===== config.mk =====
export PLATFORM = sky130hd
export DESIGN_NAME = fifo_push_arb
export DESIGN_NICKNAME = d
export VERILOG_FILES = /design/src/rtl/fifo_push_arb_pkg.sv /design/src/rtl/fifo_push_arb_rr_picker.sv /design/src/rtl/fifo_push_arb.sv
export SDC_FILE = /design/constraint.sdc
export NUM_CORES = 1
export LEC_CHECK = 0
export CORE_MARGIN = 2
export CORE_UTILIZATION = 37
export CTS_CLUSTER_DIAMETER = 150
export DETAILED_ROUTE_END_ITERATION = 10
export GPL_ROUTABILITY_DRIVEN = 0
export PLACE_DENSITY = 0.87
export SLEW_MARGIN = 15
export SYNTH_ARGS = -nofsm -noshare
export SYNTH_HDL_FRONTEND = slang
export SYNTH_SLANG_ARGS = --single-unit

===== constraint.sdc =====
create_clock -name clk -period 1.95 [get_ports clk]
set_input_delay 0.39 -clock clk [delete_from_list [all_inputs] [get_ports clk]]
set_output_delay 0.39 -clock clk [all_outputs]
set_load 0.1 [all_outputs]

===== src/rtl/fifo_push_arb_pkg.sv =====
// Shared types and elaboration helpers for the FIFO push arbiter.
// The arbiter parameters live on the top module; these helpers derive the
// dependent widths so every file agrees on them.
package fifo_arb_pkg;

    // Defaults used by the top module's parameter list.
    localparam int N_REQ_DEFAULT     = 4;
    localparam int WIDTH_DEFAULT     = 4;
    localparam int MAX_BURST_DEFAULT = 4;

    // Arbiter FSM: IDLE has no owner, BURST has a registered owner moving beats.
    typedef enum logic [0:0] {
        IDLE  = 1'b0,
        BURST = 1'b1
    } arb_state_t;

    // Width of a requester index. Clamped to 1 so a degenerate N_REQ still elaborates.
    function automatic int id_width(input int n_req);
        return (n_req > 1) ? $clog2(n_req) : 1;
    endfunction

    // Width of the beat counter; wide enough to hold MAX_BURST itself.
    function automatic int cnt_width(input int max_burst);
        return $clog2(max_burst + 1);
    endfunction

    // Wrap an index in 0..2n-1 back into 0..n-1. Works for any n, not just powers of two.
    function automatic int rr_wrap(input int idx, input int n);
        return (idx >= n) ? (idx - n) : idx;
    endfunction

endpackage


===== src/rtl/fifo_push_arb_rr_picker.sv =====
// Combinational round-robin priority encoder.
// Scans the request vector starting one past last_winner and wrapping modulo
// N_REQ; the first set bit found is the winner.
module rr_picker
    import fifo_arb_pkg::*;
#(
    parameter  int N_REQ = N_REQ_DEFAULT,
    localparam int ID_W  = id_width(N_REQ)
) (
    input  logic [N_REQ-1:0] req,
    input  logic [ID_W-1:0]  last_winner,
    output logic [ID_W-1:0]  winner,
    output logic             any_req
);

    logic [ID_W-1:0] cand;

    // Rotating scan: candidate i steps through last_winner+1 .. last_winner+N_REQ.
    always_comb begin
        winner  = '0;
        any_req = 1'b0;
        cand    = '0;
        for (int i = 1; i <= N_REQ; i++) begin
            cand = ID_W'(rr_wrap(int'(last_winner) + i, N_REQ));
            if (!any_req && req[cand]) begin
                winner  = cand;
                any_req = 1'b1;
            end
        end
    end

endmodule


===== src/rtl/fifo_push_arb.sv =====
// Round-robin push arbiter in front of a single FIFO write port.
//
// Handshake: a requester beat transfers on a rising clk edge where
// req_valid[i] && req_ready[i] are both high; that same cycle fifo_push is
// high and fifo_data carries the beat. A requester holding valid must keep
// data/last stable until it sees ready, because nothing is buffered here.
// req_ready only ever rises for the current owner and only while the FIFO
// is not full, so at most one bit is set.
//
// An owner keeps the grant until it sends a beat marked last, reaches
// MAX_BURST beats, or drops valid while the FIFO could have accepted. A full
// FIFO stalls the owner indefinitely without losing the grant. Every burst is
// followed by one IDLE cycle in which the next owner is picked.
module fifo_push_arb
    import fifo_arb_pkg::*;
#(
    parameter  int N_REQ     = N_REQ_DEFAULT,
    parameter  int WIDTH     = WIDTH_DEFAULT,
    parameter  int MAX_BURST = MAX_BURST_DEFAULT,
    localparam int ID_W      = id_width(N_REQ),
    localparam int CNT_W     = cnt_width(MAX_BURST)
) (
    input  logic                        clk,
    input  logic                        rstn,
    input  logic [N_REQ-1:0]            req_valid,
    input  logic [N_REQ-1:0][WIDTH-1:0] req_data,
    input  logic [N_REQ-1:0]            req_last,
    output logic [N_REQ-1:0]            req_ready,
    input  logic                        fifo_full,
    output logic                        fifo_push,
    output logic [WIDTH-1:0]            fifo_data,
    output logic [ID_W-1:0]             grant_id,
    output logic                        busy
);

    // Beat index of the final beat a burst may carry.
    localparam logic [CNT_W-1:0] LAST_BEAT = CNT_W'(MAX_BURST - 1);
    // Reset value chosen so requester 0 is first in the search order.
    localparam logic [ID_W-1:0]  LW_RESET  = ID_W'(N_REQ - 1);

    arb_state_t       state;
    arb_state_t       next_state;
    logic [ID_W-1:0]  owner;
    logic [ID_W-1:0]  last_winner;
    logic [CNT_W-1:0] beat_cnt;

    logic [ID_W-1:0]  pick_id;
    logic             pick_any;
    logic             own_valid;
    logic             own_last;
    logic             beat_accept;
    logic             cnt_at_max;
    logic             burst_end;

    rr_picker #(
        .N_REQ       (N_REQ)
    ) u_picker (
        .req         (req_valid),
        .last_winner (last_winner),
        .winner      (pick_id),
        .any_req     (pick_any)
    );

    assign own_valid   = req_valid[owner];
    assign own_last    = req_last[owner];
    assign beat_accept = (state == BURST) && own_valid && !fifo_full;
    assign cnt_at_max  = (beat_cnt == LAST_BEAT);

    // The burst closes on a final accepted beat, or when the owner goes quiet
    // in a cycle where the FIFO had room (a full FIFO never ends a burst).
    assign burst_end = (state == BURST) &&
                       ((beat_accept && (own_last || cnt_at_max)) ||
                        (!own_valid && !fifo_full));

    // State register.
    always_ff @(posedge clk or negedge rstn) begin
        if (!rstn) begin
            state <= IDLE;
        end else begin
            state <= next_state;
        end
    end

    // Next-state logic: grant on any request, release on burst end.
    always_comb begin
        next_state = state;
        unique case (state)
            IDLE:    if (pick_any)  next_state = BURST;
            BURST:   if (burst_end) next_state = IDLE;
            default: next_state = IDLE;
        endcase
    end

    // Owner, round-robin pointer and beat counter.
    always_ff @(posedge clk or negedge rstn) begin
        if (!rstn) begin
            owner       <= '0;
            last_winner <= LW_RESET;
            beat_cnt    <= '0;
        end else begin
            unique case (state)
                IDLE: begin
                    if (pick_any) begin
                        owner    <= pick_id;
                        beat_cnt <= '0;
                    end
                end
                BURST: begin
                    if (burst_end) begin
                        last_winner <= owner;
                        beat_cnt    <= '0;
                    end else if (beat_accept) begin
                        beat_cnt <= beat_cnt + 1'b1;
                    end
                end
                default: begin
                    beat_cnt <= '0;
                end
            endcase
        end
    end

    // Outputs: straight from the registered owner with no extra pipeline stage.
    always_comb begin
        req_ready = '0;
        fifo_push = 1'b0;
        fifo_data = '0;
        grant_id  = '0;
        busy      = 1'b0;
        if (state == BURST) begin
            busy             = 1'b1;
            grant_id         = owner;
            req_ready[owner] = !fifo_full;
            fifo_push        = beat_accept;
            if (beat_accept) begin
                fifo_data = req_data[owner];
            end
        end
    end

endmodule


**Run 1: close-up of the layout**

Window x 8 to 38, y 0 to 30 um. Cells in gray, sequential cells in the stronger gray; small squares are vias.
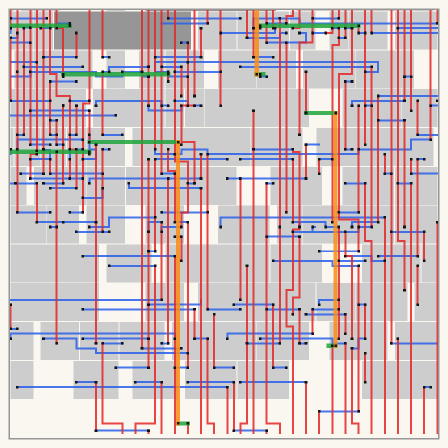
color	layer
blue	M1
red	M2
green	M3
orange	M4
most frequent	clkdlybuf4s50_1 (14), buf_4 (10), buf_12 (5)
sequential cells in the window	1
cells with their middle in the window	68
netlist names of flops here include	owner (1)

**Run 1: track usage over the die**

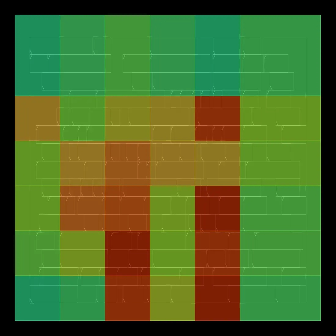
grt met2 use: 0.526
Tot GR Track Use: 0.250

**Run 1: clock network drawn from the DEF**

Drawn at 8 px/um.
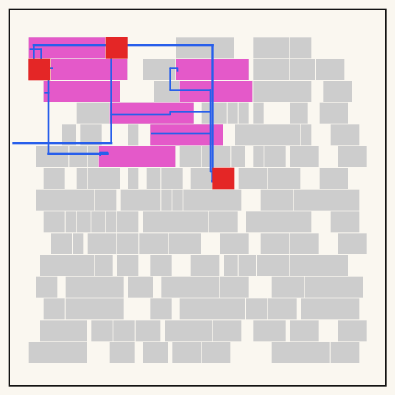
[magenta] flip-flops | count: 8
[blue] clock wires | length: 132 um
[red] clock-net drivers | count: 3
routed clock nets	4

==> run 1: report_power, final <==
group          internal [mW]  switching (mW)
clock                 0.0786          0.0616
sequential             0.253           0.127
combinational          0.756           0.956
total                   1.09            1.14
==> run 1: per-stage QoR <==
stage	area [sq um]	worst slack (ns)	TNS [ns]
5_1_grt	1400	-0.152	-0.638
3_3_place_gp	1350	-0.181	-1.19
6_report	1400	-0.0994	-0.412
2_1_floorplan	758	-0.184	-0.475
3_5_place_dp	1350	-0.220	-1.59
4_1_cts	1390	-0.120	-0.453
==> run 1: worst min path at each step <==
stage                                       start                 endpoint  slack [ns]
after floorplan                              rstn  beat_cnt[0]$_DFFE_PN0P_        0.09
after global placement    beat_cnt[2]$_DFFE_PN0P_  beat_cnt[2]$_DFFE_PN0P_        0.47
after detailed placement  beat_cnt[0]$_DFFE_PN0P_  beat_cnt[0]$_DFFE_PN0P_        0.50
after CTS                                    rstn  beat_cnt[0]$_DFFE_PN0P_        0.40
after global routing                         rstn  beat_cnt[1]$_DFFE_PN0P_        0.42
final                                        rstn          state$_DFF_PN0_        0.40
==> run 1: cells by family after synthesis <==
kind of cell | count (synthesis)
buf+inv | 9
mux | 11
flops | 8
simple gates | 27
compound gates | 14
fa+ha+maj | 2
==> run 1: critical path, delay by kind of cell (launching register included) <==
family	cells	cell delay [ns]
buffers and inverters	2	0.30
DFF	1	0.42
muxes	1	0.49
and+or+nand+nor	1	0.19
==> run 1: cell type report <==
cell class	instances	share of cell area
repair buffers	52	0.435
flip-flops and latches	8	0.150
inverters	4	0.0107
multi-input cells	54	0.363
clock buffers	4	0.0188
well taps	25	0.0224
==> run 1: sequential cells by signal, summed over array words and instances (netlist names) <==
name,flops
beat_cnt,3
last_winner,2
owner,2
state,1
==> run 1: metal layers <==
layer	track usage	vias to the layer above
met5	0	-
met4	0.0833	0
met3	0.0500	6
met2	0.526	28
met1	0.229	391
li1	-	364
==> run 1: cell usage in the layout, fill, tap and decap left out, types with 2 or more instances in the layout <==
cell,instances
clkdlybuf4s50_1,22
buf_12,12
buf_4,12
nor2_1,6
mux4_2,5
o21ai_0,5
and3_4,4
nand2_1,4
dlygate4sd2_1,4
inv_1,3
mux2i_1,3
dfrtp_1,3
clkbuf_4,3
and2_2,2
mux2_1,2
a22oi_1,2
ha_1,2
dfstp_2,2
dfrtp_2,2
buf_6,2
==> run 1: timing repair <==
action | 4_1_cts | 5_1_grt
resized | 8 | 1
endpoints found under the setup margin | 5 | 5
pin swaps | 3 | 2
buffers inserted | 2 | 0
==> results_dict.tcl, run 1 <==
# yosys + openroad results
set metrics [dict create \
    seq_area_sq_um 209 \
    cts_buffers 3 \
    floorplan.nets 100 \
    worstPathMaxFanout 5 \
    vdd_drop_max_uv 1480 \
    ys_sh_mux 0.259 \
    worstSetupEndpointType "primary output" \
    syn_area_sq_um 681 \
    timing.fmax_mhz 488 \
    slew_headroom 0.745 \
    comb_area_sq_um 508 \
    path_cells "buf_6, mux4_2, and3_4, buf_12" \
    synthXorXnorAreaFrac 0 \
    setup_viol_count_final 5 \
    detail_route.vias_per_cell 5.37 \
    overflow 0 \
    logic_family "multiplexers" \
    postSynthSeqShare 0.298 \
    htreeDepth 1 \
    ant_nets 0 \
    core_util_floorplan 0.394 \
    skew_ns 0.0104 \
    synth_area_per_cell_sq_um 9.59 \
    highest_layer "met4" \
    portBuffers 38 \
    fin_nets 152 \
    routedWlPerCell_um 16.5 \
    status "complete, but fails checks" \
    pin_count 39 \
    area_delta_synth_final_pct 105 \
    crit_end "fifo_data[0]" \
    drc 0 \
    synth.top_cell.area_share 0.221 \
    die_area_sq_mm 0.00220 \
    layout-drive-gt1-share 0.451 \
    power-per-cell-area_mw_per_mm2 1600 \
    slew_violations 0 \
    clk_pin_slew_ns 0.06 \
    crit_required_ns 1.56 \
    diodes 0 \
    period_needed_ns 2.05 \
    fin_crit_sh 1.05 \
    synth-simple-area-share 0.204 \
    synthCells 71 \
    synth_chip_area_sq_um 681 \
    num_vias 789 \
    worst_slack_ns -0.0994 \
    violations "negative setup slack" \
    cts.path.max_buffers 2 \
]
## Run 2: what changed since run 1
--- a/config.mk
+++ b/config.mk
@@ -5,12 +5,14 @@
 export SDC_FILE = /design/constraint.sdc
 export NUM_CORES = 1
 export LEC_CHECK = 0
-export CORE_MARGIN = 2
-export CORE_UTILIZATION = 37
+export ABC_AREA = 0
+export CORE_AREA = 2 2 39 41
 export CTS_CLUSTER_DIAMETER = 150
 export DETAILED_ROUTE_END_ITERATION = 10
+export DIE_AREA = 0 0 41 43
+export DONT_BUFFER_PORTS = 1
 export GPL_ROUTABILITY_DRIVEN = 0
-export PLACE_DENSITY = 0.87
+export PLACE_DENSITY = 0.75
 export SLEW_MARGIN = 15
 export SYNTH_ARGS = -nofsm -noshare
 export SYNTH_HDL_FRONTEND = slang
==> run 2 against run 1 <==
Net effect:
- the flow still finishes with violations (negative setup slack)
- critical path depth unchanged
- power is 7.9% lower
- global-route usage is 1.2 points higher
- wire length shrank 15%
- sequential share of layout area increased by 5.5 points
- design area down 27%
- clock power up 3%
- largest cell class is now logic gates
- highest routed layer unchanged
==> results_dict.tcl, run 2 <==
# yosys + openroad results
set metrics [dict create \
    setup_viol_count_final 5 \
    worst_slack_ns -0.0922 \
    violations "negative setup slack" \
    fin_tns_setup_ns -0.366 \
    diodes 0 \
    portBuffers 0 \
    layout-drive-gt1-share 0.511 \
    timing.fmax_mhz 490 \
    synth_chip_area_sq_um 681 \
    status "complete, but fails checks" \
    skew_ns 0.0107 \
    power-per-cell-area_mw_per_mm2 2020 \
    fin_nets 118 \
    vdd_drop_max_uv 1550 \
    detail_route.vias_per_cell 6.57 \
    worstPathMaxFanout 7 \
    lay_top_cells "buf_4, buf_12, nor2_1" \
    clk_pin_slew_ns 0.06 \
    synth_area_per_cell_sq_um 9.59 \
    postSynthSeqShare 0.298 \
    slew_violations 0 \
    final_common_cell "buf_4" \
    path_cells "mux4_2, nand2_2, inv_2, buf_12" \
    crit_required_ns 1.56 \
    largest_reg_flops 3 \
    drc 0 \
    top_register "beat_cnt" \
    cts.path.max_buffers 2 \
    syn_area_sq_um 681 \
    overflow 0 \
    synthCells 71 \
    htreeDepth 1 \
    core_util_floorplan 0.492 \
    floorplan.nets 100 \
    worstSetupEndpointType "primary output" \
    cts_buffers 3 \
]
-- run 2: cell counts after synthesis --
No cell type changed its count.
-- run 2: critical path, delay by kind of cell (launching register included) --
family	cells	cell delay [ns]
mux	1	0.64
buf+inv	2	0.21
flops	1	0.41
simple gates	1	0.12
-- run 2: power by group --
| group | internal [mW] | total (mW) | switching (mW) | leakage, nW |
|---|---|---|---|---|
| logic | 0.617 | 1.55 | 0.932 | 0.318 |
| registers | 0.251 | 0.362 | 0.111 | 0.0955 |
| clock network | 0.0788 | 0.144 | 0.0649 | 0.0150 |
-- run 2: routing by layer --
layer,global-route usage,wire length (um),up-vias
li1,-,-,297
met1,0.285,677,338
met2,0.428,1150,38
met3,0.0471,139,10
met4,0.180,96,0
met5,0,0,-
-- run 2: metrics by stage --
| step | utilization | power [mW] | cells | worst slack (ns) | cell area (sq um) |
|---|---|---|---|---|---|
| after floorplan | - | 1.45 | 71 | -0.184 | 758 |
| after global placement | 0.668 | 1.76 | 94 | 0.166 | 925 |
| after detailed placement | 0.668 | 1.80 | 94 | 0.104 | 925 |
| after CTS | 0.719 | 2.01 | 102 | -0.101 | 995 |
| after global routing | 0.733 | 2.14 | 104 | -0.123 | 1010 |
| final | 0.733 | 2.05 | 104 | -0.0922 | 1010 |
-- run 2: repair_timing --
item,4_1_cts,5_1_grt
gates resized,3,2
pin swaps,0,1
hold endpoints to repair,8,0
endpoints found under the setup margin,5,5
buffers inserted,3,2
hold buffers,1,0
-- run 2: cells by family (layout without fill, tap and decap cells) --
| family | count (synthesis) | count (layout) | synth area share |
|---|---|---|---|
| flip-flops | 8 | 8 | 0.298 |
| buffers and inverters | 9 | 26 | 0.0533 |
| adder cells (fa/ha/maj) | 2 | 2 | 0.0368 |
| multiplexers | 11 | 11 | 0.259 |
| AND/OR/NAND/NOR | 27 | 27 | 0.204 |
| AND-OR/OR-AND | 14 | 14 | 0.149 |
-- run 2: final timing paths --
check	end	slack [ns]	cells past startpoint
max in group asynchronous	last_winner[1]$_DFFE_PN1P_	1.17	1
hold reg to reg	beat_cnt[1]$_DFFE_PN0P_	0.53	1
setup / recovery	fifo_push	-0.09	4
min in group asynchronous	state$_DFF_PN0_	0.46	1
setup reg to reg	last_winner[0]$_DFFE_PN1P_	0.19	5
hold / removal	owner[1]$_DFFE_PN0P_	0.31	2
-- run 2: final cells by class --
type | count | area, sq um | area share
Clock buffer | 4 | 26.3 | 0.0259
Sequential cell | 8 | 208 | 0.205
Tap cell | 16 | 20.0 | 0.0197
Inverter | 4 | 15.0 | 0.0148
Timing Repair Buffer | 18 | 233 | 0.229
Multi-Input combinational cell | 54 | 513 | 0.506
**Run 2: routed metal per tile**

Drawn at 8 px/um. 8 x 9 tiles, from white (low) to dark blue (high), scaled to the fullest tile. Values are wire area over tile area, all layers added.
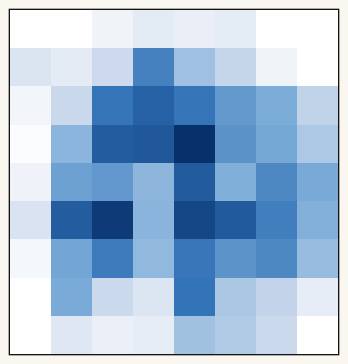
nearly empty tiles	11%
emptiest ninth of the die	upper left
fullest tile	0.51
densest ninth of the die	center
via count: 683
Tot GR Track Use: 0.262
DR WL/cell: 19.8 um
Routed WL: 2060 um

No activity file was given, so power comes from the tool's default toggle rates.
